Run 1, I/O nets highlighted:
Drawn at 2 px/um.
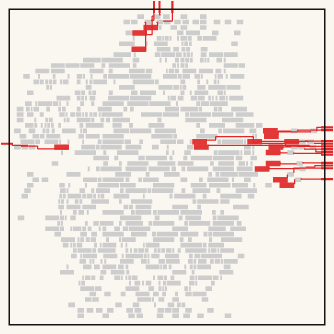
Run 1, where the registers sit:
Drawn at 2 px/um. Other sequential cells in the stronger grey, the rest of the logic in the fainter grey.
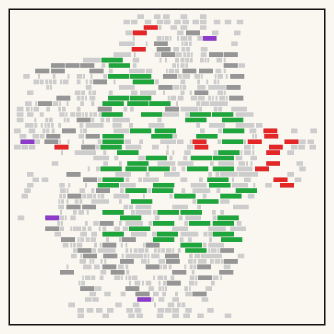
Run 1, gate-type map:
Drawn at 3 px/um.
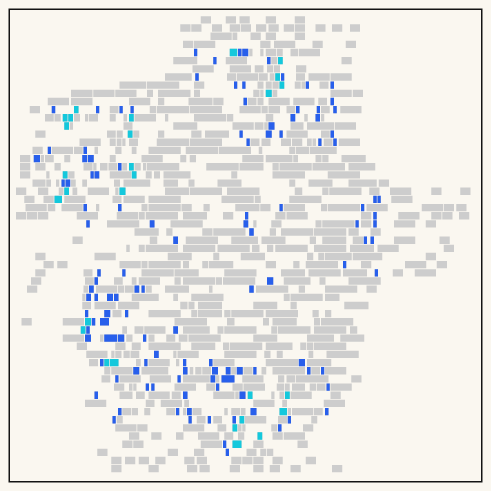
File: src/rtl/perf_counter_bank.sv
// rtl/perf_counter_bank.sv - event counter bank with snapshot and read port; optional PERF_CNT_THRESH_EN threshold pulse
module perf_counter_bank #(
  parameter int NUM_CNT   = 4,
  parameter int CNT_WIDTH = 16,
  parameter int SATURATE  = 0,
  parameter int IDX_WIDTH = 2
) (
  input  logic                         clk,
  input  logic                         reset,
  input  logic [NUM_CNT-1:0]           event_in,
  input  logic [NUM_CNT-1:0]           clear,
  input  logic                         freeze,
  input  logic                         snap_req,
  input  logic                         snap_ack,
  output logic                         snap_valid,
  input  logic [IDX_WIDTH-1:0]         rd_idx,
  input  logic                         rd_shadow,
  output logic [CNT_WIDTH-1:0]         rd_data,
  output logic [NUM_CNT-1:0]           overflow,
`ifdef PERF_CNT_THRESH_EN
  input  logic [CNT_WIDTH-1:0]         thresh_val,
  output logic [NUM_CNT-1:0]           thresh_hit,
`endif
  output logic [NUM_CNT*CNT_WIDTH-1:0] cnt_out
);

  localparam logic [CNT_WIDTH-1:0] CNT_MAX = '1;
  localparam logic [CNT_WIDTH-1:0] CNT_ONE = CNT_WIDTH'(1);

  typedef enum logic {
    S_IDLE = 1'b0,
    S_HOLD = 1'b1
  } snap_state_t;

  snap_state_t          state_q;
  snap_state_t          state_d;
  logic                 capture;
  logic [CNT_WIDTH-1:0] cnt_q    [NUM_CNT];
  logic [CNT_WIDTH-1:0] cnt_d    [NUM_CNT];
  logic [CNT_WIDTH-1:0] shadow_q [NUM_CNT];
  logic [NUM_CNT-1:0]   ovf_q;
  logic [NUM_CNT-1:0]   ovf_d;
  logic [CNT_WIDTH-1:0] rd_sel;

  // Per-channel next count: clear beats freeze, freeze beats the event strobe
  always_comb begin
    for (int i = 0; i < NUM_CNT; i++) begin
      cnt_d[i] = cnt_q[i];
      ovf_d[i] = ovf_q[i];
      if (clear[i]) begin
        cnt_d[i] = '0;
        ovf_d[i] = 1'b0;
      end else if (!freeze && event_in[i]) begin
        if (cnt_q[i] == CNT_MAX) begin
          // At max: wrap mode rolls to zero, saturate mode holds; both flag it
          ovf_d[i] = 1'b1;
          if (SATURATE == 0) begin
            cnt_d[i] = '0;
          end
        end else begin
          cnt_d[i] = cnt_q[i] + CNT_ONE;
        end
      end
    end
  end

  // Snapshot FSM: capture in IDLE on request, hold until acknowledged (ack wins over req)
  always_comb begin
    state_d    = state_q;
    capture    = 1'b0;
    snap_valid = 1'b0;
    case (state_q)
      S_IDLE: begin
        if (snap_req) begin
          state_d = S_HOLD;
          capture = 1'b1;
        end
      end
      S_HOLD: begin
        snap_valid = 1'b1;
        if (snap_ack) begin
          state_d = S_IDLE;
        end
      end
      default: state_d = S_IDLE;
    endcase
  end

  // Read mux: indices with no channel behind them read as zero
  always_comb begin
    rd_sel = '0;
    for (int i = 0; i < NUM_CNT; i++) begin
      if (rd_idx == IDX_WIDTH'(i)) begin
        rd_sel = rd_shadow ? shadow_q[i] : cnt_q[i];
      end
    end
  end

  // Live counters and sticky overflow flags
  always_ff @(posedge clk) begin
    if (reset) begin
      ovf_q <= '0;
      for (int i = 0; i < NUM_CNT; i++) begin
        cnt_q[i] <= '0;
      end
    end else begin
      ovf_q <= ovf_d;
      for (int i = 0; i < NUM_CNT; i++) begin
        cnt_q[i] <= cnt_d[i];
      end
    end
  end

  // Snapshot state and shadow copies; shadows take the pre-update counts so all channels agree
  always_ff @(posedge clk) begin
    if (reset) begin
      state_q <= S_IDLE;
      for (int i = 0; i < NUM_CNT; i++) begin
        shadow_q[i] <= '0;
      end
    end else begin
      state_q <= state_d;
      if (capture) begin
        for (int i = 0; i < NUM_CNT; i++) begin
          shadow_q[i] <= cnt_q[i];
        end
      end
    end
  end

  // Registered read data, one cycle behind the index
  always_ff @(posedge clk) begin
    if (reset) begin
      rd_data <= '0;
    end else begin
      rd_data <= rd_sel;
    end
  end

  // Flatten live counters straight from the registers
  always_comb begin
    cnt_out = '0;
    for (int i = 0; i < NUM_CNT; i++) begin
      cnt_out[i*CNT_WIDTH +: CNT_WIDTH] = cnt_q[i];
    end
  end

  assign overflow = ovf_q;

`ifdef PERF_CNT_THRESH_EN
  logic [NUM_CNT-1:0] hit_d;

  // A real increment landing on thresh_val; saturated holds and clears never qualify
  always_comb begin
    hit_d = '0;
    for (int i = 0; i < NUM_CNT; i++) begin
      if (!clear[i] && !freeze && event_in[i] &&
          !((SATURATE != 0) && (cnt_q[i] == CNT_MAX)) &&
          ((cnt_q[i] + CNT_ONE) == thresh_val)) begin
        hit_d[i] = 1'b1;
      end
    end
  end

  // One-cycle threshold pulse, aligned with the first cycle the counter shows the value
  always_ff @(posedge clk) begin
    if (reset) begin
      thresh_hit <= '0;
    end else begin
      thresh_hit <= hit_d;
    end
  end
`endif

endmodule

File: config.mk
export PLATFORM = sky130hd
export DESIGN_NAME = perf_counter_bank
export DESIGN_NICKNAME = d
export VERILOG_FILES = /design/src/rtl/perf_counter_bank.sv
export SDC_FILE = /design/constraint.sdc
export NUM_CORES = 1
export LEC_CHECK = 0
export CAP_MARGIN = 20
export CORE_MARGIN = 1.5
export CORE_UTILIZATION = 29
export CTS_CLUSTER_SIZE = 25
export DETAILED_ROUTE_END_ITERATION = 12
export SLEW_MARGIN = 10
export SYNTH_ARGS = -nofsm -noshare
export SYNTH_HDL_FRONTEND = slang
export SYNTH_SLANG_ARGS = --single-unit
File: constraint.sdc
create_clock -name clk -period 5.9 [get_ports clk]
set_clock_uncertainty 0.15 [all_clocks]
set_input_delay 1.18 -clock clk [delete_from_list [all_inputs] [get_ports clk]]
set_output_delay 1.18 -clock clk [all_outputs]
set_load 0.05 [all_outputs]
==> impl_metrics.json, run 1 <==
{
  "cp-start-kind": "primary input",
  "ys_seq_elements": 149,
  "min_period_ns": 3.55,
  "ys_warn_count": 0,
  "firstDrtPassIters": 5,
  "top_regs": "cnt_q: 64 flops, shadow_q: 64 flops, rd_data: 16 flops",
  "openroad.warnings": 26,
  "holdPathEnd": "overflow[2]$_SDFFE_PP0P_",
  "rr_startpoint": "state_q$_SDFF_PP0_",
  "crit_end": "cnt_q[1][7]$_SDFFE_PP0P_",
  "p_leak_nw": 2.95,
  "r2r_setup_slack_ns": 3.36,
  "arrival_ns": 3.70,
  "cts_sinks": 149,
  "cp_max_fo": 12,
  "power_density_nw_per_um2": 263,
  "reg2reg_to": "shadow_q[0][4]$_SDFFCE_PN0P_",
  "cp.buffers_inverters": 1,
  "maxCapViolations": 0,
  "min_path_cells": 1,
  "first_global_vias": 4869,
  "critPathRequiredTime_ns": 6.05,
  "async_reset_ff_share_pct": 0,
  "hold_start": "overflow[2]$_SDFFE_PP0P_",
  "irDropWorstVdd_v": 0.000160,
  "ys_types": 48,
  "ant_nets": 0,
  "cts_buffers": 17,
  "area_growth_pct": 27.7,
  "cts_buffer_depth": 2,
  "rsz0062_at_grt": "false",
  "routedWlPerCell_um": 18.1,
  "die_y_um": 157,
  "slew_headroom_pct": 33.5,
  "vias": 5036,
  "path_depth": 5,
  "drive_above_1_share_pct": 11.8,
  "yosys_area_um2": 6880,
  "critical_path_class": "in -> reg",
  "filler_cell_count": 2263,
  "worstRegToRegCells": 3,
  "place.gp.congestion": 0.788,
  "end_kind": "flip-flop",
  "fin_nets": 721,
  "grt_max_degree": 36,
  "outcome": "complete, no violations",
  "edf_count": 64,
  "clock.latency.late_pin_ns": 0.42,
  "postCtsSetupBuffers": 0,
  "syn_area_um2": 6880,
  "synth_top_flop_cell": "dfxtp_1",
  "post_cts_resized": 0,
  "synthCells": 608,
  "hold_buffers": 0,
  "grt_first_pass_wirelength_um": 28900,
  "cts.clk_slew.worst_paths_ns": 0.06,
  "die_width_um": 157,
  "crit_chain": "clkdlybuf4s50_1, nand4b_1, nor4_2, a41o_1, nor2_1",
  "clockRootBuffer": "clkbuf_16",
  "slowest_stage": "clkdlybuf4s50_1",
  "max_freq_ghz": 0.282,
  "synth_area_per_cell_um2": 11.3,
  "cp_slowest_stage_delay_ns": 0.74
}
About 'I/O nets highlighted':
[rd_data] red | bits: 16 | direction: output | edge: 12 east, 3 north, 1 west | end cells: 16 | wire: 398 um
IO buf count: 100
Ports: 101

About 'where the registers sit':
[overflow] purple | sequential cells: 4
[shadow_q] green | sequential cells: 64 | where: centre
[rd_data] red | sequential cells: 16
sequential cell area share: 41.3%
P_seq: 0.00112 W
post-layout util: 37.6%

About 'gate-type map':
[NOR gates] blue | cells: 120
[inverting AOI/OAI gates] cyan | cells: 28

## run 1: layer usage
metal / track usage [%] / wire (um) / vias up
li1: - / - / 2401
met1: 21.1 / 8320 / 2456
met2: 25.3 / 8990 / 162
met3: 3.17 / 1070 / 17
met4: 6.12 / 320 / 0
met5: 0 / 0 / -
## run 1: area by class of cell
class	instances	area [um2]	area share, %
sequential	149	3620	41.3
inverter	11	41.3	0.470
clock inverter	12	110	1.25
tap	319	399	4.55
multi-input combinational	415	3080	35.1
timing repair buffer	107	1070	12.2
clock buffer	20	457	5.20
## run 1: placed cells by master (no fill, tap or decap), drive strengths merged, types with 2 or more instances in the layout
cell type,count
nand2b,6
nor3,21
nor2b,3
or3,9
xor2,17
a32o,2
buf,8
clkinv,8
nand4b,3
or2,5
edfxtp,64
nand4,21
o21ai,10
a31o,4
inv,12
nand3,20
xnor2,27
or4,2
a21oi,10
and4,6
dfxtp,85
nor4,14
a31oi,3
clkbuf,20
mux2i,18
nor2,81
nand2,26
o21a,2
mux4,32
bufinv,2
ha,4
and3,3
clkdlybuf4s50,99
o31ai,2
and4b,2
and2,56
## run 1: metrics by stage
stage	area (um2)	total power [W]	instances	setup slack [ns]	utilization [%]
finish	8780	0.00231	1033	2.35	37.6
global route	8780	0.00238	1033	2.06	37.6
CTS	8750	0.00233	1032	2.41	37.5
detailed placement	8180	0.00128	1000	1.97	35.1
global placement	8180	0.00128	1000	2.00	35.1
floorplan	6880	0.00123	608	2.27	-
## run 1: synth_stat cells, types with 3 or more instances
| cell | n | area [um2] |
|---|---|---|
| nor2b_1 | 3 | 18.8 |
| ha_1 | 4 | 50.1 |
| nor2_1 | 81 | 304 |
| edfxtp_1 | 64 | 1920 |
| xor2_1 | 17 | 149 |
| a31o_2 | 4 | 35.0 |
| clkbuf_1 | 20 | 75.1 |
| or3_1 | 9 | 56.3 |
| mux2i_1 | 18 | 180 |
| and3_1 | 3 | 18.8 |
| nand3_1 | 20 | 100 |
| inv_1 | 11 | 41.3 |
| a31oi_1 | 3 | 18.8 |
| o21ai_0 | 8 | 40.0 |
| nor3_1 | 21 | 105 |
| nand2b_1 | 6 | 37.5 |
| buf_2 | 10 | 50.1 |
| or2_2 | 5 | 31.3 |
| xnor2_1 | 27 | 236 |
| nor4_1 | 12 | 75.1 |
| and4_1 | 5 | 43.8 |
| mux4_2 | 31 | 698 |
| dfxtp_1 | 85 | 1700 |
| and2_1 | 55 | 344 |
| nand2_1 | 26 | 97.6 |
| a21oi_1 | 10 | 50.1 |
| nand4_1 | 20 | 125 |
| nand4b_1 | 3 | 26.3 |
## run 1: power breakdown
part           internal [W]  switching [W]  total (W)
Clock              0.000636       0.000418    0.00105
Combinational     0.0000529      0.0000876   0.000141
Sequential          0.00110      0.0000113    0.00112
Total               0.00179       0.000517    0.00231
## run 1: kinds of logic after synthesis
| group | Yosys count | share of synthesized area, % |
|---|---|---|
| AOI/OAI and AO/OA | 37 | 3.48 |
| xor gates and xnor gates | 44 | 5.61 |
| adders and majority gates | 4 | 0.728 |
| buffers and inverters | 44 | 2.60 |
| DFF | 149 | 52.7 |
| muxes | 50 | 13.2 |
| and+or+nand+nor | 280 | 21.7 |
==> inputs of run 2 (changes only) <==
==> constraint.sdc (replaced) <==
create_clock -name clk -period 3.3 [get_ports clk]
set_clock_uncertainty 0.15 [all_clocks]
set_input_delay 0.66 -clock clk [delete_from_list [all_inputs] [get_ports clk]]
set_output_delay 0.66 -clock clk [all_outputs]
set_load 0.05 [all_outputs]
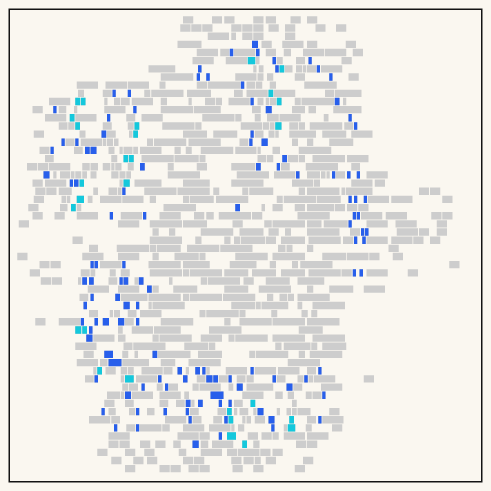
Run 2: gate-type map
Drawn at 3 px/um.
[inverting AOI/OAI gates] cyan | cells: 28
[NOR gates] blue | cells: 120
Comb area share: 34.4%
most frequent logic cell in the layout: clkdlybuf4s50_1
final non-filler cell total: 1047

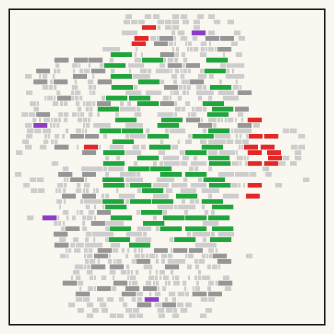
Run 2: where the registers sit
Drawn at 2 px/um. Other sequential cells in the stronger grey, the rest of the logic in the fainter grey.
[overflow] purple | sequential cells: 4
[shadow_q] green | sequential cells: 64
[rd_data] red | sequential cells: 16
not coloured: 65
P_seq: 0.00199 W
post-layout util: 38.3%
Storage cell area: 3620 um2

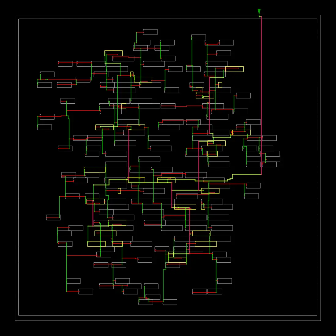
Run 2: clock wiring as the flow saved it
CTS Buf Count: 17
worst-skew pair later-pin latency: 0.43 ns
clock buffer count: 22

==> run 2 against run 1 <==
Compared with the run above: sequential share of layout area fell by 0.77 points; total power rose by 83%; setup slack got worse by 1.8 ns; flip-flop count did not move; clock power rose by 88%; die size did not move; non-clock buffer count rose by 15.
==> impl_metrics.json, run 2 <==
{
  "ys_cells": 608,
  "dp_hpwl_um": 13400,
  "slowest_stage": "clkdlybuf4s50_1",
  "path_depth": 1,
  "yosys-top-cells-count": "dfxtp_1, nor2_1, edfxtp_1, and2_1, mux4_2",
  "setup_ws_ns": 0.598,
  "outcome": "complete, no violations",
  "hold_buffers": 0,
  "grt_max_degree": 35,
  "routedWlPerCell_um": 17.7,
  "ys_types": 48,
  "fin_setup_tns_ns": 0,
  "die_area_um2": 24600,
  "arrival_ns": 1.89,
  "hold_viol": 0,
  "path_delay_family": "buffers and inverters",
  "synthCells": 608,
  "rsz0062_at_grt": "false",
  "dpl_cell_area_um2": 8350,
  "synth_area_per_cell_um2": 11.3,
  "drc": 0,
  "post_cts_resized": 0,
  "fp-row-count": 56,
  "io_pins": 101,
  "p_total_w": 0.00423,
  "cp_slowest_stage_delay_ns": 0.89,
  "place.gp.congestion": 0.824,
  "antenna_found_initial": 0,
  "area_growth_pct": 30.1,
  "vias": 5035,
  "final_cell_mix": "clkdlybuf4s50_1, dfxtp_1, nor2_1",
  "cts_sinks": 149,
  "ant_nets": 0,
  "synth_top_flop_cell": "dfxtp_1",
  "p_leak_nw": 3.04,
  "die_y_um": 157,
  "critical_path_class": "reg -> out",
  "yosys_area_um2": 6880,
  "finalMaxSlewViolations": 0,
  "finalCritPeriodShare_pct": 81.9,
  "ys_warn_count": 0,
  "irDropWorstVdd_v": 0.000373,
  "gr-total-overflow": 0,
  "postCtsSetupBuffers": 0,
  "critPathRequiredTime_ns": 2.49,
  "synth_top_area_share_pct": 28.0,
  "cp.buffers_inverters": 1,
  "power_density_nw_per_um2": 473,
  "min_period_ns": 2.70,
  "syn_area_um2": 6880,
  "via_per_inst": 4.81,
  "cp-start-kind": "flip-flop",
  "routed_wl_um": 18500,
  "fin_nets": 736,
  "end_kind": "output port",
  "grt_first_pass_wirelength_um": 28700,
  "async_reset_ff_share_pct": 0,
  "max_freq_ghz": 0.370,
  "edf_count": 64,
  "slew_headroom_pct": 36.6,
  "top_cell": "dfxtp_1",
  "h-tree-depth": 4,
  "tightest_slew_ns": 0.950,
  "place_ws_ns": 0.438,
  "ys_seq_elements": 149,
  "fp_nets": 628,
  "top_regs": "cnt_q: 64 flops, shadow_q: 64 flops, rd_data: 16 flops",
  "cp_max_fo": 10,
  "core_um2": 23300,
  "grt_use_total_pct": 15.7,
  "openroad.warnings": 26,
  "hold_path.class": "reg -> reg",
  "port_buffers": 100,
  "topCellsByArea": "edfxtp_1, dfxtp_1, mux4_2",
  "cts_tree": "yes",
  "crit_chain": "clkdlybuf4s50_1",
  "firstDrtPassIters": 4,
  "cts.clk_slew.worst_paths_ns": 0.06,
  "synth_seq_share_pct": 52.7,
  "die_width_um": 157,
  "worstRegToRegCells": 4,
  "clockRootBuffer": "clkbuf_16",
  "maxCapViolations": 0,
  "cts_buffer_depth": 2,
  "min_path_cells": 1,
  "initialDrtViolationCount": 367,
  "design_area_um2": 8940,
  "finalSetupViolCount": 0,
  "largest_area_cell": "edfxtp_1",
  "initCoreUtil_pct": 29.5,
  "first_global_vias": 4879,
  "diodes": 0,
  "drive_above_1_share_pct": 13.6
}
run 2: cell counts after synthesis:
Identical to the previous run, type by type.
run 2: layout make-up:
class                   count  area, um2
repair buffers            122       1210
flip-flops and latches    149       3620
clock buffers              22        464
inverters                  11       41.3
multi-input cells         415       3080
fillers                  2217      14400
clock inverters             9        128
well taps                 319        399
run 2: path summary, 6_finish.rpt:
path / slack, ns / end / start
setup / recovery: 0.60 / cnt_out[39] / cnt_q[2][7]$_SDFFE_PP0P_
hold reg to reg: 0.31 / overflow[2]$_SDFFE_PP0P_ / overflow[2]$_SDFFE_PP0P_
setup reg to reg: 1.11 / cnt_q[0][14]$_SDFFE_PP0P_ / cnt_q[0][2]$_SDFFE_PP0P_
hold / removal: 0.31 / overflow[2]$_SDFFE_PP0P_ / overflow[2]$_SDFFE_PP0P_
run 2: cells by family (layout without fill, tap and decap cells):
group	Yosys count	in the layout	synth area share, %
XOR/XNOR	44	44	5.61
AND-OR/OR-AND	37	37	3.48
adder cells (fa/ha/maj)	4	4	0.728
buffers and inverters	44	164	2.60
flip-flops	149	149	52.7
multiplexers	50	50	13.2
AND/OR/NAND/NOR	280	280	21.7
run 2: report_power, final:
part | leakage [nW] | internal [W] | switching (W)
clock | 0.290 | 0.00122 | 0.000751
combinational | 1.37 | 0.000107 | 0.000160
sequential | 1.39 | 0.00197 | 0.0000186
run 2: per-layer routing:
layer  GRT usage, %  vias up  wire, um
met1           20.8     2485      8530
li1               -     2419         -
met5              0        -         0
met3           2.84       17       676
met4           5.44        0       210
met2           25.8      114      9080
run 2: stage by stage:
step / hold slack, ns / instances
floorplan: 0.500 / 608
global placement: 0.308 / 1016
detailed placement: 0.307 / 1016
CTS: 0.320 / 1047
global route: 0.360 / 1047
finish: 0.314 / 1047
Power is estimated from default activity; no workload was simulated.
